==> src/rtl/mem_arbiter_pkg.sv <==
// Shared definitions for the unified-memory arbiter: state and op encodings plus default sizing.
package mem_arbiter_pkg;

    localparam int unsigned WORD_SIZE_DEF = 16;
    localparam int unsigned LATENCY_DEF   = 4;
    localparam int unsigned CNT_W         = 4;

    typedef enum logic [1:0] {
        IDLE   = 2'b00,
        BUSY_I = 2'b01,
        BUSY_D = 2'b10,
        DONE   = 2'b11
    } state_e;

    typedef enum logic {
        OP_RD = 1'b0,
        OP_WR = 1'b1
    } op_e;

    function automatic logic is_busy(input state_e s);
        return (s == BUSY_I) || (s == BUSY_D);
    endfunction

endpackage

==> src/rtl/mem_arbiter_if.sv <==
// CPU instruction/data ports and memory port of the arbiter, bundled as one interface.
interface mem_arbiter_if #(
    parameter int unsigned WORD_SIZE = 16
);
    logic                 i_readM;
    logic [WORD_SIZE-1:0] i_address;
    logic [WORD_SIZE-1:0] i_rdata;
    logic                 i_ready;
    logic                 i_stall;

    logic                 d_readM;
    logic                 d_writeM;
    logic [WORD_SIZE-1:0] d_address;
    logic [WORD_SIZE-1:0] d_wdata;
    logic [WORD_SIZE-1:0] d_rdata;
    logic                 d_ready;
    logic                 d_stall;

    logic                 m_readM;
    logic                 m_writeM;
    logic [WORD_SIZE-1:0] m_address;
    logic [WORD_SIZE-1:0] m_wdata;
    logic [WORD_SIZE-1:0] m_rdata;

    // Arbiter side
    modport slave (
        input  i_readM, i_address, d_readM, d_writeM, d_address, d_wdata, m_rdata,
        output i_rdata, i_ready, i_stall, d_rdata, d_ready, d_stall,
               m_readM, m_writeM, m_address, m_wdata
    );

    // CPU + memory side
    modport master (
        output i_readM, i_address, d_readM, d_writeM, d_address, d_wdata, m_rdata,
        input  i_rdata, i_ready, i_stall, d_rdata, d_ready, d_stall,
               m_readM, m_writeM, m_address, m_wdata
    );
endinterface

==> src/rtl/mem_arbiter_latency_counter.sv <==
// Down-counter timing the memory busy window: load on grant, decrement each busy cycle.
module latency_counter
    import mem_arbiter_pkg::*;
#(
    parameter int unsigned W = CNT_W
) (
    input  logic         Clk,
    input  logic         Reset_N,
    input  logic         load,
    input  logic         dec,
    input  logic [W-1:0] load_val,
    output logic         zero_c
);
    logic [W-1:0] cnt;

    // Saturates at zero so it never wraps past the loaded value
    always_ff @(posedge Clk) begin
        if (!Reset_N) begin
            cnt <= '0;
        end else if (load) begin
            cnt <= load_val;
        end else if (dec && (cnt != '0)) begin
            cnt <= cnt - W'(1);
        end
    end

    assign zero_c = (cnt == '0);

endmodule

==> src/rtl/mem_arbiter.sv <==
// Arbitrates the CPU fetch and data ports onto one fixed-latency memory; data side has priority.
module mem_arbiter
    import mem_arbiter_pkg::*;
#(
    parameter int unsigned WORD_SIZE = WORD_SIZE_DEF,
    parameter int unsigned LATENCY   = LATENCY_DEF
) (
    input  logic          Clk,
    input  logic          Reset_N,
    mem_arbiter_if.slave  bus
);
    state_e               state_q,     state_d;
    op_e                  op_q,        op_d;
    logic                 m_readM_q,   m_readM_d;
    logic                 m_writeM_q,  m_writeM_d;
    logic [WORD_SIZE-1:0] m_address_q, m_address_d;
    logic [WORD_SIZE-1:0] m_wdata_q,   m_wdata_d;
    logic [WORD_SIZE-1:0] i_rdata_q,   i_rdata_d;
    logic [WORD_SIZE-1:0] d_rdata_q,   d_rdata_d;
    logic                 i_ready_q,   i_ready_d;
    logic                 d_ready_q,   d_ready_d;
    logic                 cnt_load;
    logic                 cnt_dec;
    logic                 cnt_zero_c;

    latency_counter #(.W(CNT_W)) u_cnt (
        .Clk      (Clk),
        .Reset_N  (Reset_N),
        .load     (cnt_load),
        .dec      (cnt_dec),
        .load_val (CNT_W'(LATENCY - 1)),
        .zero_c   (cnt_zero_c)
    );

    // Next-state and registered-output logic
    always_comb begin
        state_d     = state_q;
        op_d        = op_q;
        m_readM_d   = m_readM_q;
        m_writeM_d  = m_writeM_q;
        m_address_d = m_address_q;
        m_wdata_d   = m_wdata_q;
        i_rdata_d   = i_rdata_q;
        d_rdata_d   = d_rdata_q;
        i_ready_d   = 1'b0;
        d_ready_d   = 1'b0;
        cnt_load    = 1'b0;
        cnt_dec     = 1'b0;

        unique case (state_q)
            IDLE: begin
                if (bus.d_readM || bus.d_writeM) begin
                    // A read+write collision is served as a write
                    state_d     = BUSY_D;
                    op_d        = bus.d_writeM ? OP_WR : OP_RD;
                    m_readM_d   = ~bus.d_writeM;
                    m_writeM_d  = bus.d_writeM;
                    m_address_d = bus.d_address;
                    m_wdata_d   = bus.d_wdata;
                    cnt_load    = 1'b1;
                end else if (bus.i_readM) begin
                    state_d     = BUSY_I;
                    op_d        = OP_RD;
                    m_readM_d   = 1'b1;
                    m_writeM_d  = 1'b0;
                    m_address_d = bus.i_address;
                    cnt_load    = 1'b1;
                end
            end
            BUSY_I, BUSY_D: begin
                if (cnt_zero_c) begin
                    state_d    = DONE;
                    m_readM_d  = 1'b0;
                    m_writeM_d = 1'b0;
                    if (state_q == BUSY_I) begin
                        i_rdata_d = bus.m_rdata;
                        i_ready_d = 1'b1;
                    end else begin
                        d_ready_d = 1'b1;
                        if (op_q == OP_RD) begin
                            d_rdata_d = bus.m_rdata;
                        end
                    end
                end else begin
                    cnt_dec = 1'b1;
                end
            end
            DONE: begin
                state_d = IDLE;
            end
        endcase
    end

    always_ff @(posedge Clk) begin
        if (!Reset_N) begin
            state_q     <= IDLE;
            op_q        <= OP_RD;
            m_readM_q   <= 1'b0;
            m_writeM_q  <= 1'b0;
            m_address_q <= '0;
            m_wdata_q   <= '0;
            i_rdata_q   <= '0;
            d_rdata_q   <= '0;
            i_ready_q   <= 1'b0;
            d_ready_q   <= 1'b0;
        end else begin
            state_q     <= state_d;
            op_q        <= op_d;
            m_readM_q   <= m_readM_d;
            m_writeM_q  <= m_writeM_d;
            m_address_q <= m_address_d;
            m_wdata_q   <= m_wdata_d;
            i_rdata_q   <= i_rdata_d;
            d_rdata_q   <= d_rdata_d;
            i_ready_q   <= i_ready_d;
            d_ready_q   <= d_ready_d;
        end
    end

    assign bus.m_readM   = m_readM_q;
    assign bus.m_writeM  = m_writeM_q;
    assign bus.m_address = m_address_q;
    assign bus.m_wdata   = m_wdata_q;
    assign bus.i_rdata   = i_rdata_q;
    assign bus.d_rdata   = d_rdata_q;
    assign bus.i_ready   = i_ready_q;
    assign bus.d_ready   = d_ready_q;
    assign bus.i_stall   = bus.i_readM & ~i_ready_q;
    assign bus.d_stall   = (bus.d_readM | bus.d_writeM) & ~d_ready_q;

    a_rw_exclusive: assert property (@(posedge Clk) disable iff (!Reset_N)
                                     !(bus.d_readM && bus.d_writeM));

endmodule

==> src/flat_wrapper.sv <==
// flat-port wrapper written by rule: the top's interface ports become plain ports
module mem_arbiter_flat import mem_arbiter_pkg::*;
#(
    parameter int unsigned WORD_SIZE = WORD_SIZE_DEF,
    parameter int unsigned LATENCY   = LATENCY_DEF
)
  (Clk, Reset_N, bus_i_readM, bus_i_address, bus_d_readM, bus_d_writeM, bus_d_address, bus_d_wdata, bus_m_rdata, bus_i_rdata, bus_i_ready, bus_i_stall, bus_d_rdata, bus_d_ready, bus_d_stall, bus_m_readM, bus_m_writeM, bus_m_address, bus_m_wdata);
  mem_arbiter_if #(.WORD_SIZE(WORD_SIZE)) bus_i ();
  input  logic Clk;
  input  logic Reset_N;
  input wire logic [$bits(bus_i.i_readM)-1:0] bus_i_readM;
  input wire logic [$bits(bus_i.i_address)-1:0] bus_i_address;
  input wire logic [$bits(bus_i.d_readM)-1:0] bus_d_readM;
  input wire logic [$bits(bus_i.d_writeM)-1:0] bus_d_writeM;
  input wire logic [$bits(bus_i.d_address)-1:0] bus_d_address;
  input wire logic [$bits(bus_i.d_wdata)-1:0] bus_d_wdata;
  input wire logic [$bits(bus_i.m_rdata)-1:0] bus_m_rdata;
  output wire logic [$bits(bus_i.i_rdata)-1:0] bus_i_rdata;
  output wire logic [$bits(bus_i.i_ready)-1:0] bus_i_ready;
  output wire logic [$bits(bus_i.i_stall)-1:0] bus_i_stall;
  output wire logic [$bits(bus_i.d_rdata)-1:0] bus_d_rdata;
  output wire logic [$bits(bus_i.d_ready)-1:0] bus_d_ready;
  output wire logic [$bits(bus_i.d_stall)-1:0] bus_d_stall;
  output wire logic [$bits(bus_i.m_readM)-1:0] bus_m_readM;
  output wire logic [$bits(bus_i.m_writeM)-1:0] bus_m_writeM;
  output wire logic [$bits(bus_i.m_address)-1:0] bus_m_address;
  output wire logic [$bits(bus_i.m_wdata)-1:0] bus_m_wdata;
  assign bus_i.i_readM = bus_i_readM;
  assign bus_i.i_address = bus_i_address;
  assign bus_i.d_readM = bus_d_readM;
  assign bus_i.d_writeM = bus_d_writeM;
  assign bus_i.d_address = bus_d_address;
  assign bus_i.d_wdata = bus_d_wdata;
  assign bus_i.m_rdata = bus_m_rdata;
  assign bus_i_rdata = bus_i.i_rdata;
  assign bus_i_ready = bus_i.i_ready;
  assign bus_i_stall = bus_i.i_stall;
  assign bus_d_rdata = bus_i.d_rdata;
  assign bus_d_ready = bus_i.d_ready;
  assign bus_d_stall = bus_i.d_stall;
  assign bus_m_readM = bus_i.m_readM;
  assign bus_m_writeM = bus_i.m_writeM;
  assign bus_m_address = bus_i.m_address;
  assign bus_m_wdata = bus_i.m_wdata;
  mem_arbiter #(.WORD_SIZE(WORD_SIZE), .LATENCY(LATENCY)) u_core (.Clk(Clk), .Reset_N(Reset_N), .bus(bus_i));
endmodule
==> config.mk <==
export PLATFORM = sky130hd
export DESIGN_NAME = mem_arbiter_flat
export DESIGN_NICKNAME = d
export VERILOG_FILES = /design/src/rtl/mem_arbiter_pkg.sv /design/src/rtl/mem_arbiter_if.sv /design/src/rtl/mem_arbiter_latency_counter.sv /design/src/rtl/mem_arbiter.sv /design/src/flat_wrapper.sv
export SDC_FILE = /design/constraint.sdc
export NUM_CORES = 1
export LEC_CHECK = 0
export CAP_MARGIN = 20
export CELL_PAD_IN_SITES_DETAIL_PLACEMENT = 1
export CELL_PAD_IN_SITES_GLOBAL_PLACEMENT = 1
export CORE_MARGIN = 8
export CORE_UTILIZATION = 30
export CTS_BUF_LIST = sky130_fd_sc_hd__clkbuf_4 sky130_fd_sc_hd__clkbuf_8
export DETAILED_ROUTE_END_ITERATION = 6
export HOLD_SLACK_MARGIN = 0.15
export PLACE_DENSITY_LB_ADDON = 0.1
export SLEW_MARGIN = 30
export SYNTH_ARGS = -nofsm -noshare
export SYNTH_HDL_FRONTEND = slang
export SYNTH_SLANG_ARGS = --single-unit
==> constraint.sdc <==
create_clock -name Clk -period 1.9 [get_ports Clk]
set_input_delay 0.19 -clock Clk [delete_from_list [all_inputs] [get_ports Clk]]
set_output_delay 0.19 -clock Clk [all_outputs]
set_load 0.005 [all_outputs]
**Close-up of the layout**

Window x 75 to 100, y 75 to 100 um. Cells in gray, sequential cells in the stronger gray; small squares are vias.
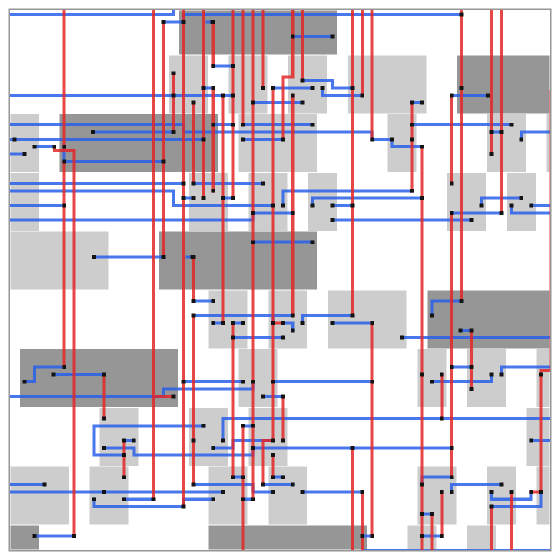
met2 -> red
met1 -> blue
netlist names of flops here include = u_core.bus.d_rdata (4), u_core.bus.i_rdata (2)
sequential cells in the window = 6
cells with their middle in the window = 35
most frequent = a21oi_1 (9), dfxtp_1 (6)

**Where the registers sit**

(4 px per um)
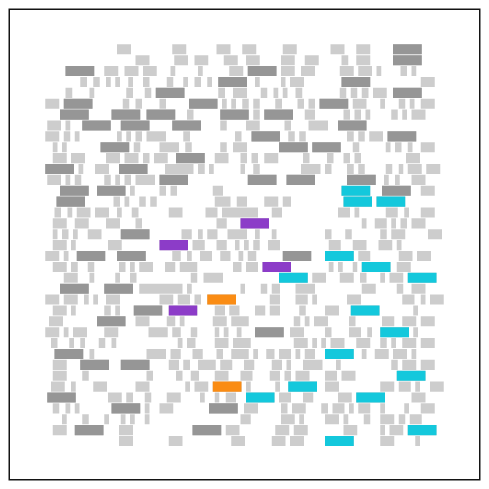
u_core.bus.m_address -> cyan  # flops 16
u_core.state_q -> orange  # flops 2
u_core.u_cnt.cnt -> purple  # flops 4, where center
not colored = 53

**Routing congestion map**

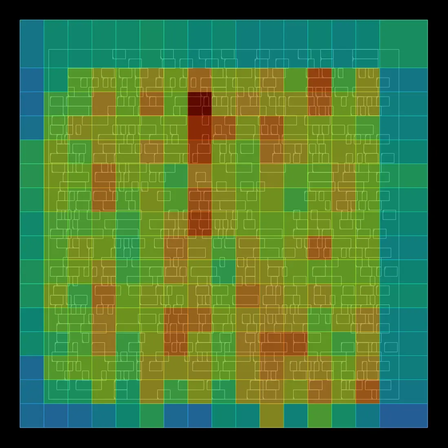
Global Route Usage Sum: 15.8%
GR Util met3: 7.49%
met1 global-route usage: 17.8%

**Met1 routing**

(2 px per um)
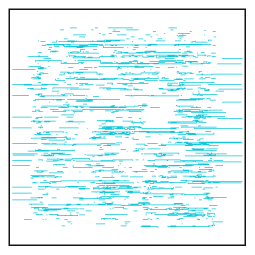
nets with wire on the layer = 522
main direction = horizontal
share of all routed wire = 42%
wire length on this layer = 4580 um

==> impl_metrics.yaml <==
# generated from flow reports
synth:
  yosys_warnings: 0
  synthAoiAreaFrac_pct: 20.5
  syn_area_sq_um: 3080
  avgSynthCellArea_sq_um: 8.08
  synthXorXnorAreaFrac_pct: 0
  ys_sh_adder_pct: 1.63
  synth_top_cell_by_area: "dfxtp_1"
  ys_cells: 381
  synth-edff-count: 0
  yosysMostFrequentCell: "nand2_1"
  ys_seq_share_pct: 48.8
  synthFlopType: "dfxtp_1"
  synth_flop_count: 75
  ys_sh_mux_pct: 1.30
  common_cells: "89 x nand2_1, 75 x dfxtp_1, 52 x a21oi_1"
  synth-async-reset-ratio_pct: 0
  yosys_area_sq_um: 3080
  ys_types: 34
  top_logic_kind: "simple AND/OR/NAND/NOR gates"
  synth_top_area_share_pct: 48.8
sta:
  setup_viol: 0
  skew_ns: 0.00599
  hold-worst-slack_ns: 0.388
  finalHoldViolCount: 0
  fin_tns_setup_ns: 0
  tightest_slew_ns: 0.565
  layout_min_cycle_time_ns: 1.73
  maxSlewViolCount: 0
  max-slew-margin-rel_pct: 62.3
  rsz0062_at_grt: "false"
  finalCritPeriodShare_pct: 90.9
  max_freq_ghz: 0.579
  worst_slack_ns: 0.172
final_layout:
  sh_comb_area_pct: 29.3
  final_util_pct: 47.7
  fin_area_sq_um: 4840
  nonClkBufAreaFrac_pct: 31.6
  fill_cells: 1191
  dominant_cells: "buffers"
  clk_share_pct: 4.08
  seqCellArea_sq_um: 1500
  nMultiInputCombCells: 268
  inv_count: 6
  syn_to_final_growth_pct: 57.3
  sh_seq_area_pct: 31.0
  drive_gt1_share_pct: 7.87
  insertedDiodeCount: 0
  layout_top_cells: "138 x clkdlybuf4s50_1, 89 x nand2_1, 75 x dfxtp_1"
  fin_nets: 589
  layout_top_cell: "clkdlybuf4s50_1"
  nNonClkBuffers: 156
  flops: 75
  stdcell_count: 657
  logic_area_sq_um: 1420
setup_path:
  crit_end: "u_core.bus.d_rdata[1]"
  crit_start: "u_core.state_q[1]"
  cp-end-kind: "flip-flop"
  critical_path_depth: 5
  worstSetupPathType: "flip-flop to flip-flop"
  slowest_delay_ns: 0.57
  ff2ff_path_depth: 5
  crit_family: "simple AND/OR/NAND/NOR gates"
  reg2reg_slack_ns: 0.17
  crit_path_start_kind: "flip-flop"
  r2r_end: "u_core.bus.d_rdata[1]"
  crit_arrival_ns: 1.94
  path_cells: "inv_1 -> ha_1 -> or3_1 -> o21ai_0 -> a21oi_1"
  critPathSlowestCell: "or3_1"
  reg2reg_from: "u_core.state_q[1]"
  path_max_fanout: 16
clock_tree:
  clk_pin_slew_ns: 0.08
  cts-hold-fix-buffers: 0
  post_cts_buffers: 0
  htreeDepth: 3
  insertion_delay_ns: 0.34
  tritoncts: "built"
  clock-sinks: 75
  cts_max_path_buffers: 2
  numCtsBuffers: 9
min_path:
  min_path_type: "primary input to flip-flop"
  hold-path-endpoint: "u_core.bus.m_wdata[5]"
  holdCritStartpoint: "bus_d_wdata[5]"
  whs_path_depth: 3
power:
  comb_power_w: 0.00270
  p_int_w: 0.00396
  cellLeakagePower_nw: 1.73
  pwr-share-clk_pct: 20.4
  comb_power_share_pct: 44.1
  seqPwrFrac_pct: 35.5
  switchingPower_w: 0.00215
  powerDensity_nw_per_um2: 1260
  power_clock_w: 0.00124
  p_seq_w: 0.00217
  switching_share_pct: 35.2
detailed_routing:
  vias_per_cell: 4.78
  wl_met1_um: 4580
  drt_iter0_drc: 182
  drc: 0
  post_drt_wl_per_cell_um: 16.6
  wl_met3_um: 1050
  drt-pass1-iter-count: 4
  final_antenna_net_count: 0
  highest_layer: "met4"
  wl_met2_um: 5170
  wirelength_um: 10900
global_route:
  antenna_found_initial: 0
  use_met2_pct: 26.3
  grt_pass1_wl_um: 16900
  grt_pass1_vias: 3312
floorplanning:
  initCoreUtil_pct: 30.3
  taps: 136
  num_rows: 37
  die_x_um: 117
  core_area_sq_um: 10100
  io_pins: 139
  chipHeight_um: 117
  die-area_sq_um: 13800
job:
  drv_cap: 0
  warning_count: 28
status:
  status: "finished clean"
place:
  globalplace.congestion: 0.752
  post-place-ws_ns: 0.0580
  place_inst: 641
  post_dp_cell_area_sq_um: 4640
  portBuffers: 138
Power and IR drop assume default switching activity.
